Figure 1. Clock routing.
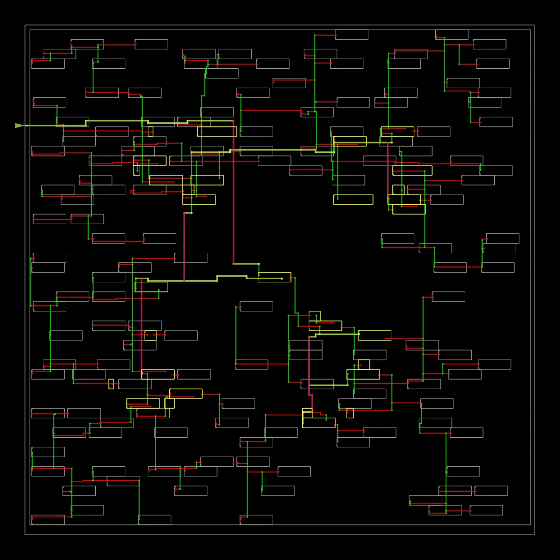
Figure 2. A small window of the routed layout.
Window x 97 to 117, y 97 to 117 µm. Cells in grey, sequential cells in the stronger grey; small squares are vias.
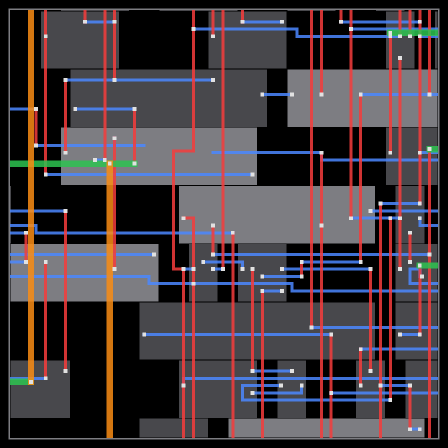
Figure 3. I/O nets highlighted.
(2 px per µm)
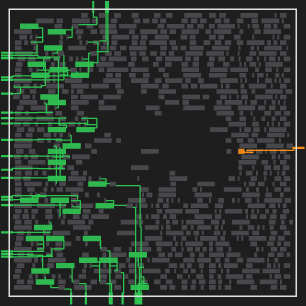
Figure 4. Wiring by layer.
(4 px per µm) Two of the layers only.
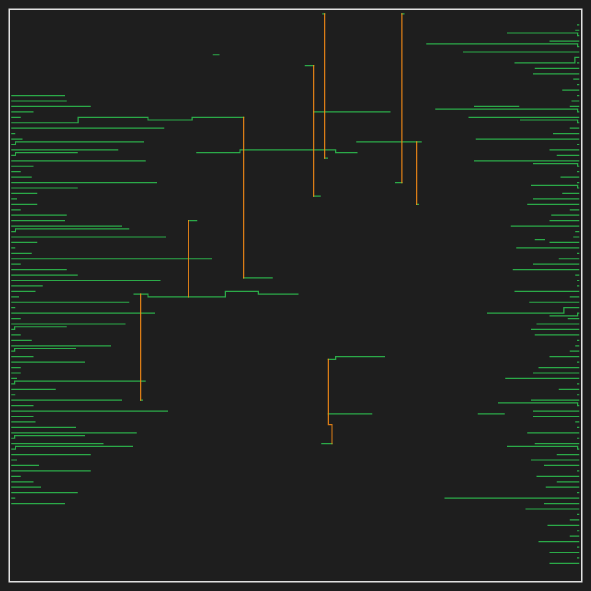
--- src/rtl/mem_port_arbiter_pkg.sv ---
// Shared definitions for the unified memory-port arbiter.
// FSM state encoding, default bus widths and access-size encoding
// used by the arbiter, its interface and its sub-modules.
package mem_port_arbiter_pkg;

    localparam int ADDR_W_DEF = 32;
    localparam int DATA_W_DEF = 32;

    typedef logic [1:0] state_t;

    localparam state_t IDLE    = 2'd0;
    localparam state_t IF_BUSY = 2'd1;
    localparam state_t D_BUSY  = 2'd2;
    localparam state_t IF_DROP = 2'd3;

    // Access-size encoding carried on d_word / m_word.
    localparam logic SIZE_BYTE = 1'b0;
    localparam logic SIZE_WORD = 1'b1;

endpackage

--- src/rtl/mem_port_arbiter_if.sv ---
// Bus bundle between fetch stage, memory stage, arbiter and the memory.
// modport master: arbiter side (drives acks and the m_* request bus).
// modport slave : environment side (requesters and memory).
interface mem_port_arbiter_if
    import mem_port_arbiter_pkg::*;
#(
    parameter int ADDR_W = ADDR_W_DEF,
    parameter int DATA_W = DATA_W_DEF
) ();

    // fetch requester
    logic              if_req;
    logic [ADDR_W-1:0] if_addr;
    logic              if_flush;
    logic              if_ack;
    logic [DATA_W-1:0] if_rdata;
    // data requester
    logic              d_req;
    logic              d_we;
    logic              d_word;
    logic [ADDR_W-1:0] d_addr;
    logic [DATA_W-1:0] d_wdata;
    logic              d_ack;
    logic [DATA_W-1:0] d_rdata;
    // memory port
    logic              m_req;
    logic              m_we;
    logic              m_word;
    logic [ADDR_W-1:0] m_addr;
    logic [DATA_W-1:0] m_wdata;
    logic              m_ready;
    logic [DATA_W-1:0] m_rdata;

    modport master (
        input  if_req, if_addr, if_flush,
        output if_ack, if_rdata,
        input  d_req, d_we, d_word, d_addr, d_wdata,
        output d_ack, d_rdata,
        output m_req, m_we, m_word, m_addr, m_wdata,
        input  m_ready, m_rdata
    );

    modport slave (
        output if_req, if_addr, if_flush,
        input  if_ack, if_rdata,
        output d_req, d_we, d_word, d_addr, d_wdata,
        input  d_ack, d_rdata,
        input  m_req, m_we, m_word, m_addr, m_wdata,
        output m_ready, m_rdata
    );

endinterface

--- src/rtl/mem_port_arbiter_starve_counter.sv ---
// Saturating starvation counter with synchronous clear (clear wins).
// Latency: count and sat_o update one cycle after inc_i / clr_i.
// Backpressure: none; sat_o tells the arbiter to serve the starved side.
// Ports: clk_i, rst_ni, inc_i (count one grant), clr_i (restart), sat_o (count == LIMIT).
module arb_starve_counter #(
    parameter int LIMIT = 4
) (
    input  logic clk_i,
    input  logic rst_ni,
    input  logic inc_i,
    input  logic clr_i,
    output logic sat_o
);

    localparam int CW = $clog2(LIMIT + 1);

    logic [CW-1:0] cnt_q, cnt_d;

    always_comb begin
        cnt_d = cnt_q;
        if (clr_i) begin
            cnt_d = '0;
        end else if (inc_i && (cnt_q != CW'(LIMIT))) begin
            cnt_d = cnt_q + 1'b1;
        end
    end

    always_ff @(posedge clk_i or negedge rst_ni) begin
        if (!rst_ni) begin
            cnt_q <= '0;
        end else begin
            cnt_q <= cnt_d;
        end
    end

    assign sat_o = (cnt_q == CW'(LIMIT));

endmodule

--- src/rtl/mem_port_arbiter.sv ---
// Shares one variable-latency memory port between fetch and data; data wins unless fetch is starved.
// Latency: req -> ack minimum 3 cycles (grant, m_req, ack); one IDLE cycle between grants.
// Backpressure: requesters hold req until ack; stall_if_o / stall_mem_o freeze the pipeline meanwhile.
// Ports: clk_i, rst_ni (async, active low), bus (master modport: fetch, data, memory groups),
//        stall_if_o, stall_mem_o, timeout_err_o (sticky until reset).
module mem_port_arbiter
    import mem_port_arbiter_pkg::*;
#(
    parameter int ADDR_W       = ADDR_W_DEF,
    parameter int DATA_W       = DATA_W_DEF,
    parameter int STARVE_LIMIT = 4,
    parameter int TIMEOUT      = 64
) (
    input  logic               clk_i,
    input  logic               rst_ni,
    mem_port_arbiter_if.master bus,
    output logic               stall_if_o,
    output logic               stall_mem_o,
    output logic               timeout_err_o
);

    localparam int TW = $clog2(TIMEOUT + 1);

    state_t            state_q, state_d;
    logic              grant_d, grant_if;
    logic              starve_sat;
    logic              ack_pending;

    logic              m_we_q, m_we_d, m_word_q, m_word_d;
    logic [ADDR_W-1:0] m_addr_q, m_addr_d;
    logic [DATA_W-1:0] m_wdata_q, m_wdata_d;
    logic              if_ack_q, if_ack_d, d_ack_q, d_ack_d;
    logic [DATA_W-1:0] if_rdata_q, if_rdata_d, d_rdata_q, d_rdata_d;
    logic [TW-1:0]     wait_q, wait_d;
    logic              err_q, err_d;

    // While an ack is on the wire the requester is still showing the request it
    // just completed, so no grant is made in that cycle.
    assign ack_pending = if_ack_q | d_ack_q;

    arb_starve_counter #(.LIMIT(STARVE_LIMIT)) u_starve (
        .clk_i (clk_i),
        .rst_ni(rst_ni),
        .inc_i (grant_d && bus.if_req),
        .clr_i (grant_if || !bus.if_req),
        .sat_o (starve_sat)
    );

    // State register
    always_ff @(posedge clk_i or negedge rst_ni) begin
        if (!rst_ni) begin
            state_q <= IDLE;
        end else begin
            state_q <= state_d;
        end
    end

    // Next-state and grant decision
    always_comb begin
        state_d  = state_q;
        grant_d  = 1'b0;
        grant_if = 1'b0;
        case (state_q)
            IDLE: begin
                if (!ack_pending) begin
                    if (bus.d_req && (!starve_sat || !bus.if_req)) begin
                        grant_d = 1'b1;
                        state_d = D_BUSY;
                    end else if (bus.if_req && !bus.if_flush) begin
                        grant_if = 1'b1;
                        state_d  = IF_BUSY;
                    end
                end
            end
            IF_BUSY: begin
                if (bus.m_ready) begin
                    state_d = IDLE;
                end else if (bus.if_flush) begin
                    state_d = IF_DROP;
                end
            end
            default: begin // D_BUSY, IF_DROP: wait for the memory to finish
                if (bus.m_ready) begin
                    state_d = IDLE;
                end
            end
        endcase
    end

    // Outputs: request latch, acks, read data, timeout watch
    always_comb begin
        m_we_d     = m_we_q;
        m_word_d   = m_word_q;
        m_addr_d   = m_addr_q;
        m_wdata_d  = m_wdata_q;
        if_rdata_d = if_rdata_q;
        d_rdata_d  = d_rdata_q;
        wait_d     = wait_q;
        err_d      = err_q;

        if (grant_d) begin
            m_we_d    = bus.d_we;
            m_word_d  = bus.d_word;
            m_addr_d  = bus.d_addr;
            m_wdata_d = bus.d_wdata;
        end else if (grant_if) begin
            m_we_d    = 1'b0;
            m_word_d  = SIZE_WORD;
            m_addr_d  = bus.if_addr;
            m_wdata_d = '0;
        end

        // A flush coinciding with completion still drops the instruction.
        if_ack_d = (state_q == IF_BUSY) && bus.m_ready && !bus.if_flush;
        d_ack_d  = (state_q == D_BUSY) && bus.m_ready;
        if (if_ack_d) begin
            if_rdata_d = bus.m_rdata;
        end
        if (d_ack_d) begin
            d_rdata_d = m_we_q ? '0 : bus.m_rdata;
        end

        if (state_q == IDLE) begin
            wait_d = '0;
        end else if (!bus.m_ready) begin
            if (wait_q != TW'(TIMEOUT)) begin
                wait_d = wait_q + 1'b1;
            end
            if (wait_q == TW'(TIMEOUT - 1)) begin
                err_d = 1'b1;
            end
        end
    end

    always_ff @(posedge clk_i or negedge rst_ni) begin
        if (!rst_ni) begin
            m_we_q     <= 1'b0;
            m_word_q   <= 1'b0;
            m_addr_q   <= '0;
            m_wdata_q  <= '0;
            if_ack_q   <= 1'b0;
            d_ack_q    <= 1'b0;
            if_rdata_q <= '0;
            d_rdata_q  <= '0;
            wait_q     <= '0;
            err_q      <= 1'b0;
        end else begin
            m_we_q     <= m_we_d;
            m_word_q   <= m_word_d;
            m_addr_q   <= m_addr_d;
            m_wdata_q  <= m_wdata_d;
            if_ack_q   <= if_ack_d;
            d_ack_q    <= d_ack_d;
            if_rdata_q <= if_rdata_d;
            d_rdata_q  <= d_rdata_d;
            wait_q     <= wait_d;
            err_q      <= err_d;
        end
    end

    assign bus.m_req    = (state_q != IDLE);
    assign bus.m_we     = m_we_q;
    assign bus.m_word   = m_word_q;
    assign bus.m_addr   = m_addr_q;
    assign bus.m_wdata  = m_wdata_q;
    assign bus.if_ack   = if_ack_q;
    assign bus.if_rdata = if_rdata_q;
    assign bus.d_ack    = d_ack_q;
    assign bus.d_rdata  = d_rdata_q;
    assign timeout_err_o = err_q;

    // Stalls are held asserted for fetch (and released for data) while in reset.
    assign stall_mem_o = rst_ni && bus.d_req && !d_ack_q;
    assign stall_if_o  = !rst_ni || (bus.if_req && !if_ack_q) || stall_mem_o;

endmodule
--- src/flat_wrapper.sv ---
// flat-port wrapper written by rule: the top's interface ports become plain ports
module mem_port_arbiter_flat import mem_port_arbiter_pkg::*;
#(
    parameter int ADDR_W       = ADDR_W_DEF,
    parameter int DATA_W       = DATA_W_DEF,
    parameter int STARVE_LIMIT = 4,
    parameter int TIMEOUT      = 64
)
  (clk_i, rst_ni, stall_if_o, stall_mem_o, timeout_err_o, bus_if_req, bus_if_addr, bus_if_flush, bus_if_ack, bus_if_rdata, bus_d_req, bus_d_we, bus_d_word, bus_d_addr, bus_d_wdata, bus_d_ack, bus_d_rdata, bus_m_req, bus_m_we, bus_m_word, bus_m_addr, bus_m_wdata, bus_m_ready, bus_m_rdata);
  mem_port_arbiter_if #(.ADDR_W(ADDR_W), .DATA_W(DATA_W)) bus_i ();
  input  logic clk_i;
  input  logic rst_ni;
  output logic stall_if_o;
  output logic stall_mem_o;
  output logic timeout_err_o;
  input wire logic [$bits(bus_i.if_req)-1:0] bus_if_req;
  input wire logic [$bits(bus_i.if_addr)-1:0] bus_if_addr;
  input wire logic [$bits(bus_i.if_flush)-1:0] bus_if_flush;
  output wire logic [$bits(bus_i.if_ack)-1:0] bus_if_ack;
  output wire logic [$bits(bus_i.if_rdata)-1:0] bus_if_rdata;
  input wire logic [$bits(bus_i.d_req)-1:0] bus_d_req;
  input wire logic [$bits(bus_i.d_we)-1:0] bus_d_we;
  input wire logic [$bits(bus_i.d_word)-1:0] bus_d_word;
  input wire logic [$bits(bus_i.d_addr)-1:0] bus_d_addr;
  input wire logic [$bits(bus_i.d_wdata)-1:0] bus_d_wdata;
  output wire logic [$bits(bus_i.d_ack)-1:0] bus_d_ack;
  output wire logic [$bits(bus_i.d_rdata)-1:0] bus_d_rdata;
  output wire logic [$bits(bus_i.m_req)-1:0] bus_m_req;
  output wire logic [$bits(bus_i.m_we)-1:0] bus_m_we;
  output wire logic [$bits(bus_i.m_word)-1:0] bus_m_word;
  output wire logic [$bits(bus_i.m_addr)-1:0] bus_m_addr;
  output wire logic [$bits(bus_i.m_wdata)-1:0] bus_m_wdata;
  input wire logic [$bits(bus_i.m_ready)-1:0] bus_m_ready;
  input wire logic [$bits(bus_i.m_rdata)-1:0] bus_m_rdata;
  assign bus_i.if_req = bus_if_req;
  assign bus_i.if_addr = bus_if_addr;
  assign bus_i.if_flush = bus_if_flush;
  assign bus_if_ack = bus_i.if_ack;
  assign bus_if_rdata = bus_i.if_rdata;
  assign bus_i.d_req = bus_d_req;
  assign bus_i.d_we = bus_d_we;
  assign bus_i.d_word = bus_d_word;
  assign bus_i.d_addr = bus_d_addr;
  assign bus_i.d_wdata = bus_d_wdata;
  assign bus_d_ack = bus_i.d_ack;
  assign bus_d_rdata = bus_i.d_rdata;
  assign bus_m_req = bus_i.m_req;
  assign bus_m_we = bus_i.m_we;
  assign bus_m_word = bus_i.m_word;
  assign bus_m_addr = bus_i.m_addr;
  assign bus_m_wdata = bus_i.m_wdata;
  assign bus_i.m_ready = bus_m_ready;
  assign bus_i.m_rdata = bus_m_rdata;
  mem_port_arbiter #(.ADDR_W(ADDR_W), .DATA_W(DATA_W), .STARVE_LIMIT(STARVE_LIMIT), .TIMEOUT(TIMEOUT)) u_core (.clk_i(clk_i), .rst_ni(rst_ni), .bus(bus_i), .stall_if_o(stall_if_o), .stall_mem_o(stall_mem_o), .timeout_err_o(timeout_err_o));
endmodule
--- config.mk ---
export PLATFORM = sky130hd
export DESIGN_NAME = mem_port_arbiter_flat
export DESIGN_NICKNAME = d
export VERILOG_FILES = /design/src/rtl/mem_port_arbiter_pkg.sv /design/src/rtl/mem_port_arbiter_if.sv /design/src/rtl/mem_port_arbiter_starve_counter.sv /design/src/rtl/mem_port_arbiter.sv /design/src/flat_wrapper.sv
export SDC_FILE = /design/constraint.sdc
export NUM_CORES = 1
export LEC_CHECK = 0
export ABC_CLOCK_PERIOD_IN_PS = 1950
export CAP_MARGIN = 20
export CELL_PAD_IN_SITES_DETAIL_PLACEMENT = 1
export CELL_PAD_IN_SITES_GLOBAL_PLACEMENT = 1
export CORE_UTILIZATION = 30
export DETAILED_ROUTE_END_ITERATION = 8
export GPL_ROUTABILITY_DRIVEN = 1
export PLACE_DENSITY = 0.8
export SLEW_MARGIN = 15
export SYNTH_ARGS = -nofsm -noshare
export SYNTH_HDL_FRONTEND = slang
export SYNTH_SLANG_ARGS = --single-unit
--- constraint.sdc ---
create_clock -name clk_i -period 1.95 [get_ports clk_i]
set_input_delay 0.2925 -clock clk_i [delete_from_list [all_inputs] [get_ports clk_i]]
set_output_delay 0.2925 -clock clk_i [all_outputs]
set_load 0.02 [all_outputs]
==> flow_summary.toml <==
# yosys + openroad results
[yosys]
syn_area_um2 = 5940
ys_sh_xor_pct = 0.884
ys.flop_type = "dfrtp_1"
synthTopCellsByArea = "dfrtp_1 (61%), mux2_2 (6.1%), a22o_1 (4.9%), nand2_1 (4.8%), nand2b_1 (3.8%)"
ys_cells = 528
ys_chip_area_um2 = 5940
syn_inst = 528
syn_area_per_cell_um2 = 11.3
yosys_warnings = 0
yosys.area_share.aoi_pct = 13.7
syn-num-nets = 668
top_cell_area_share_pct = 61.0
synth_cell_types = 38

[layout]
comb_cells = 342
nets = 965
drive_gt1_share_pct = 13.0
stdcell_count = 1102
nClkBuffers = 19
clkCellAreaFrac_pct = 5.95
nNonClkBuffers = 310
utilization_pct = 51.1
combGateArea_um2 = 2150
fin_area_um2 = 9950

[place]
pre_cts_ws_ns = -0.0756

[floorplan]
die_w_um = 143
fp-row-count = 51
dieArea_um2 = 20400

[power_and_ir_drop]
p_comb_mw = 7.70
power_density_nw_per_um2 = 1620
p_switching_mw = 5.90
power_frac_clock_pct = 20.8
comb_power_share_pct = 47.9
top_power_group = "combinational logic"
p_leak_nw = 4.28
finalPower_mw = 16.1

[critical_path]
r2r-start = "u_core.bus.d_ack"
r2r_end = "u_core.bus.m_addr[19]"
endpoint = "u_core.bus.m_addr[19]"
critPathArrivalTime_ns = 2.17
cpMostUsedCell = "buf_12"

[cts]
cts_max_path_buffers = 2
cts_buffers = 17
clk_pin_slew_ns = 0.06
tritoncts = "built"
post_cts_resized = 3
cts_max_level = 4
clkLatencyLatePin_ns = 0.42

[worst_hold_path]
min-delay-start = "bus_d_addr[15]"
hp-class = "input port to register"

[grt]
busiest_layer = "met2"
track_usage_pct = 19.2
met3_usage_pct = 9.12

[drt]
drt_iter0_drc = 128
vias = 5252
wl_per_cell_um = 18.4
wl_um = 20200
drt-met1-wl_um = 7930
ant_nets = 0
first_pass_iters = 4
drc = 0
wl_met2_um = 9930
wl_met3_um = 2160

[final_timing]
rsz0062_at_grt = "no"
setup_viol = 0
setup_ws_ns = 0.106
finalMaxSlewViolations = 0
fmax_mhz = 542

[outcome]
status = "complete, no violations"

[job]
warnings = 28
About Figure 1:
clk sinks: 145
Final Skew: 0.0134 ns
flop count: 145

About Figure 2:
[red] M2
[blue] M1
[green] M3
[orange] M4
most frequent: clkdlybuf4s50_1 (6), nand2_1 (4), dfrtp_1 (4)
netlist names of flops here include: u_core.bus.m_addr (2), u_core.bus.m_wdata (2)
cells with their middle in the window: 19
sequential cells in the window: 4

About Figure 3:
[orange] bus_d_word | bits: 1 | direction: input | edge: east | end cells: 1 | buffers: 1 | wire: 30.5 µm
[green] bus_d_rdata | bits: 32 | direction: output | edge: 20 west, 9 south, 3 north | end cells: 32 | buffers: 32 | wire: 1180 µm
input/output buffers: 271
boundary pin count: 272

About Figure 4:
[green] M3 | wire length: 2160 µm
[orange] M4 | wire length: 234 µm

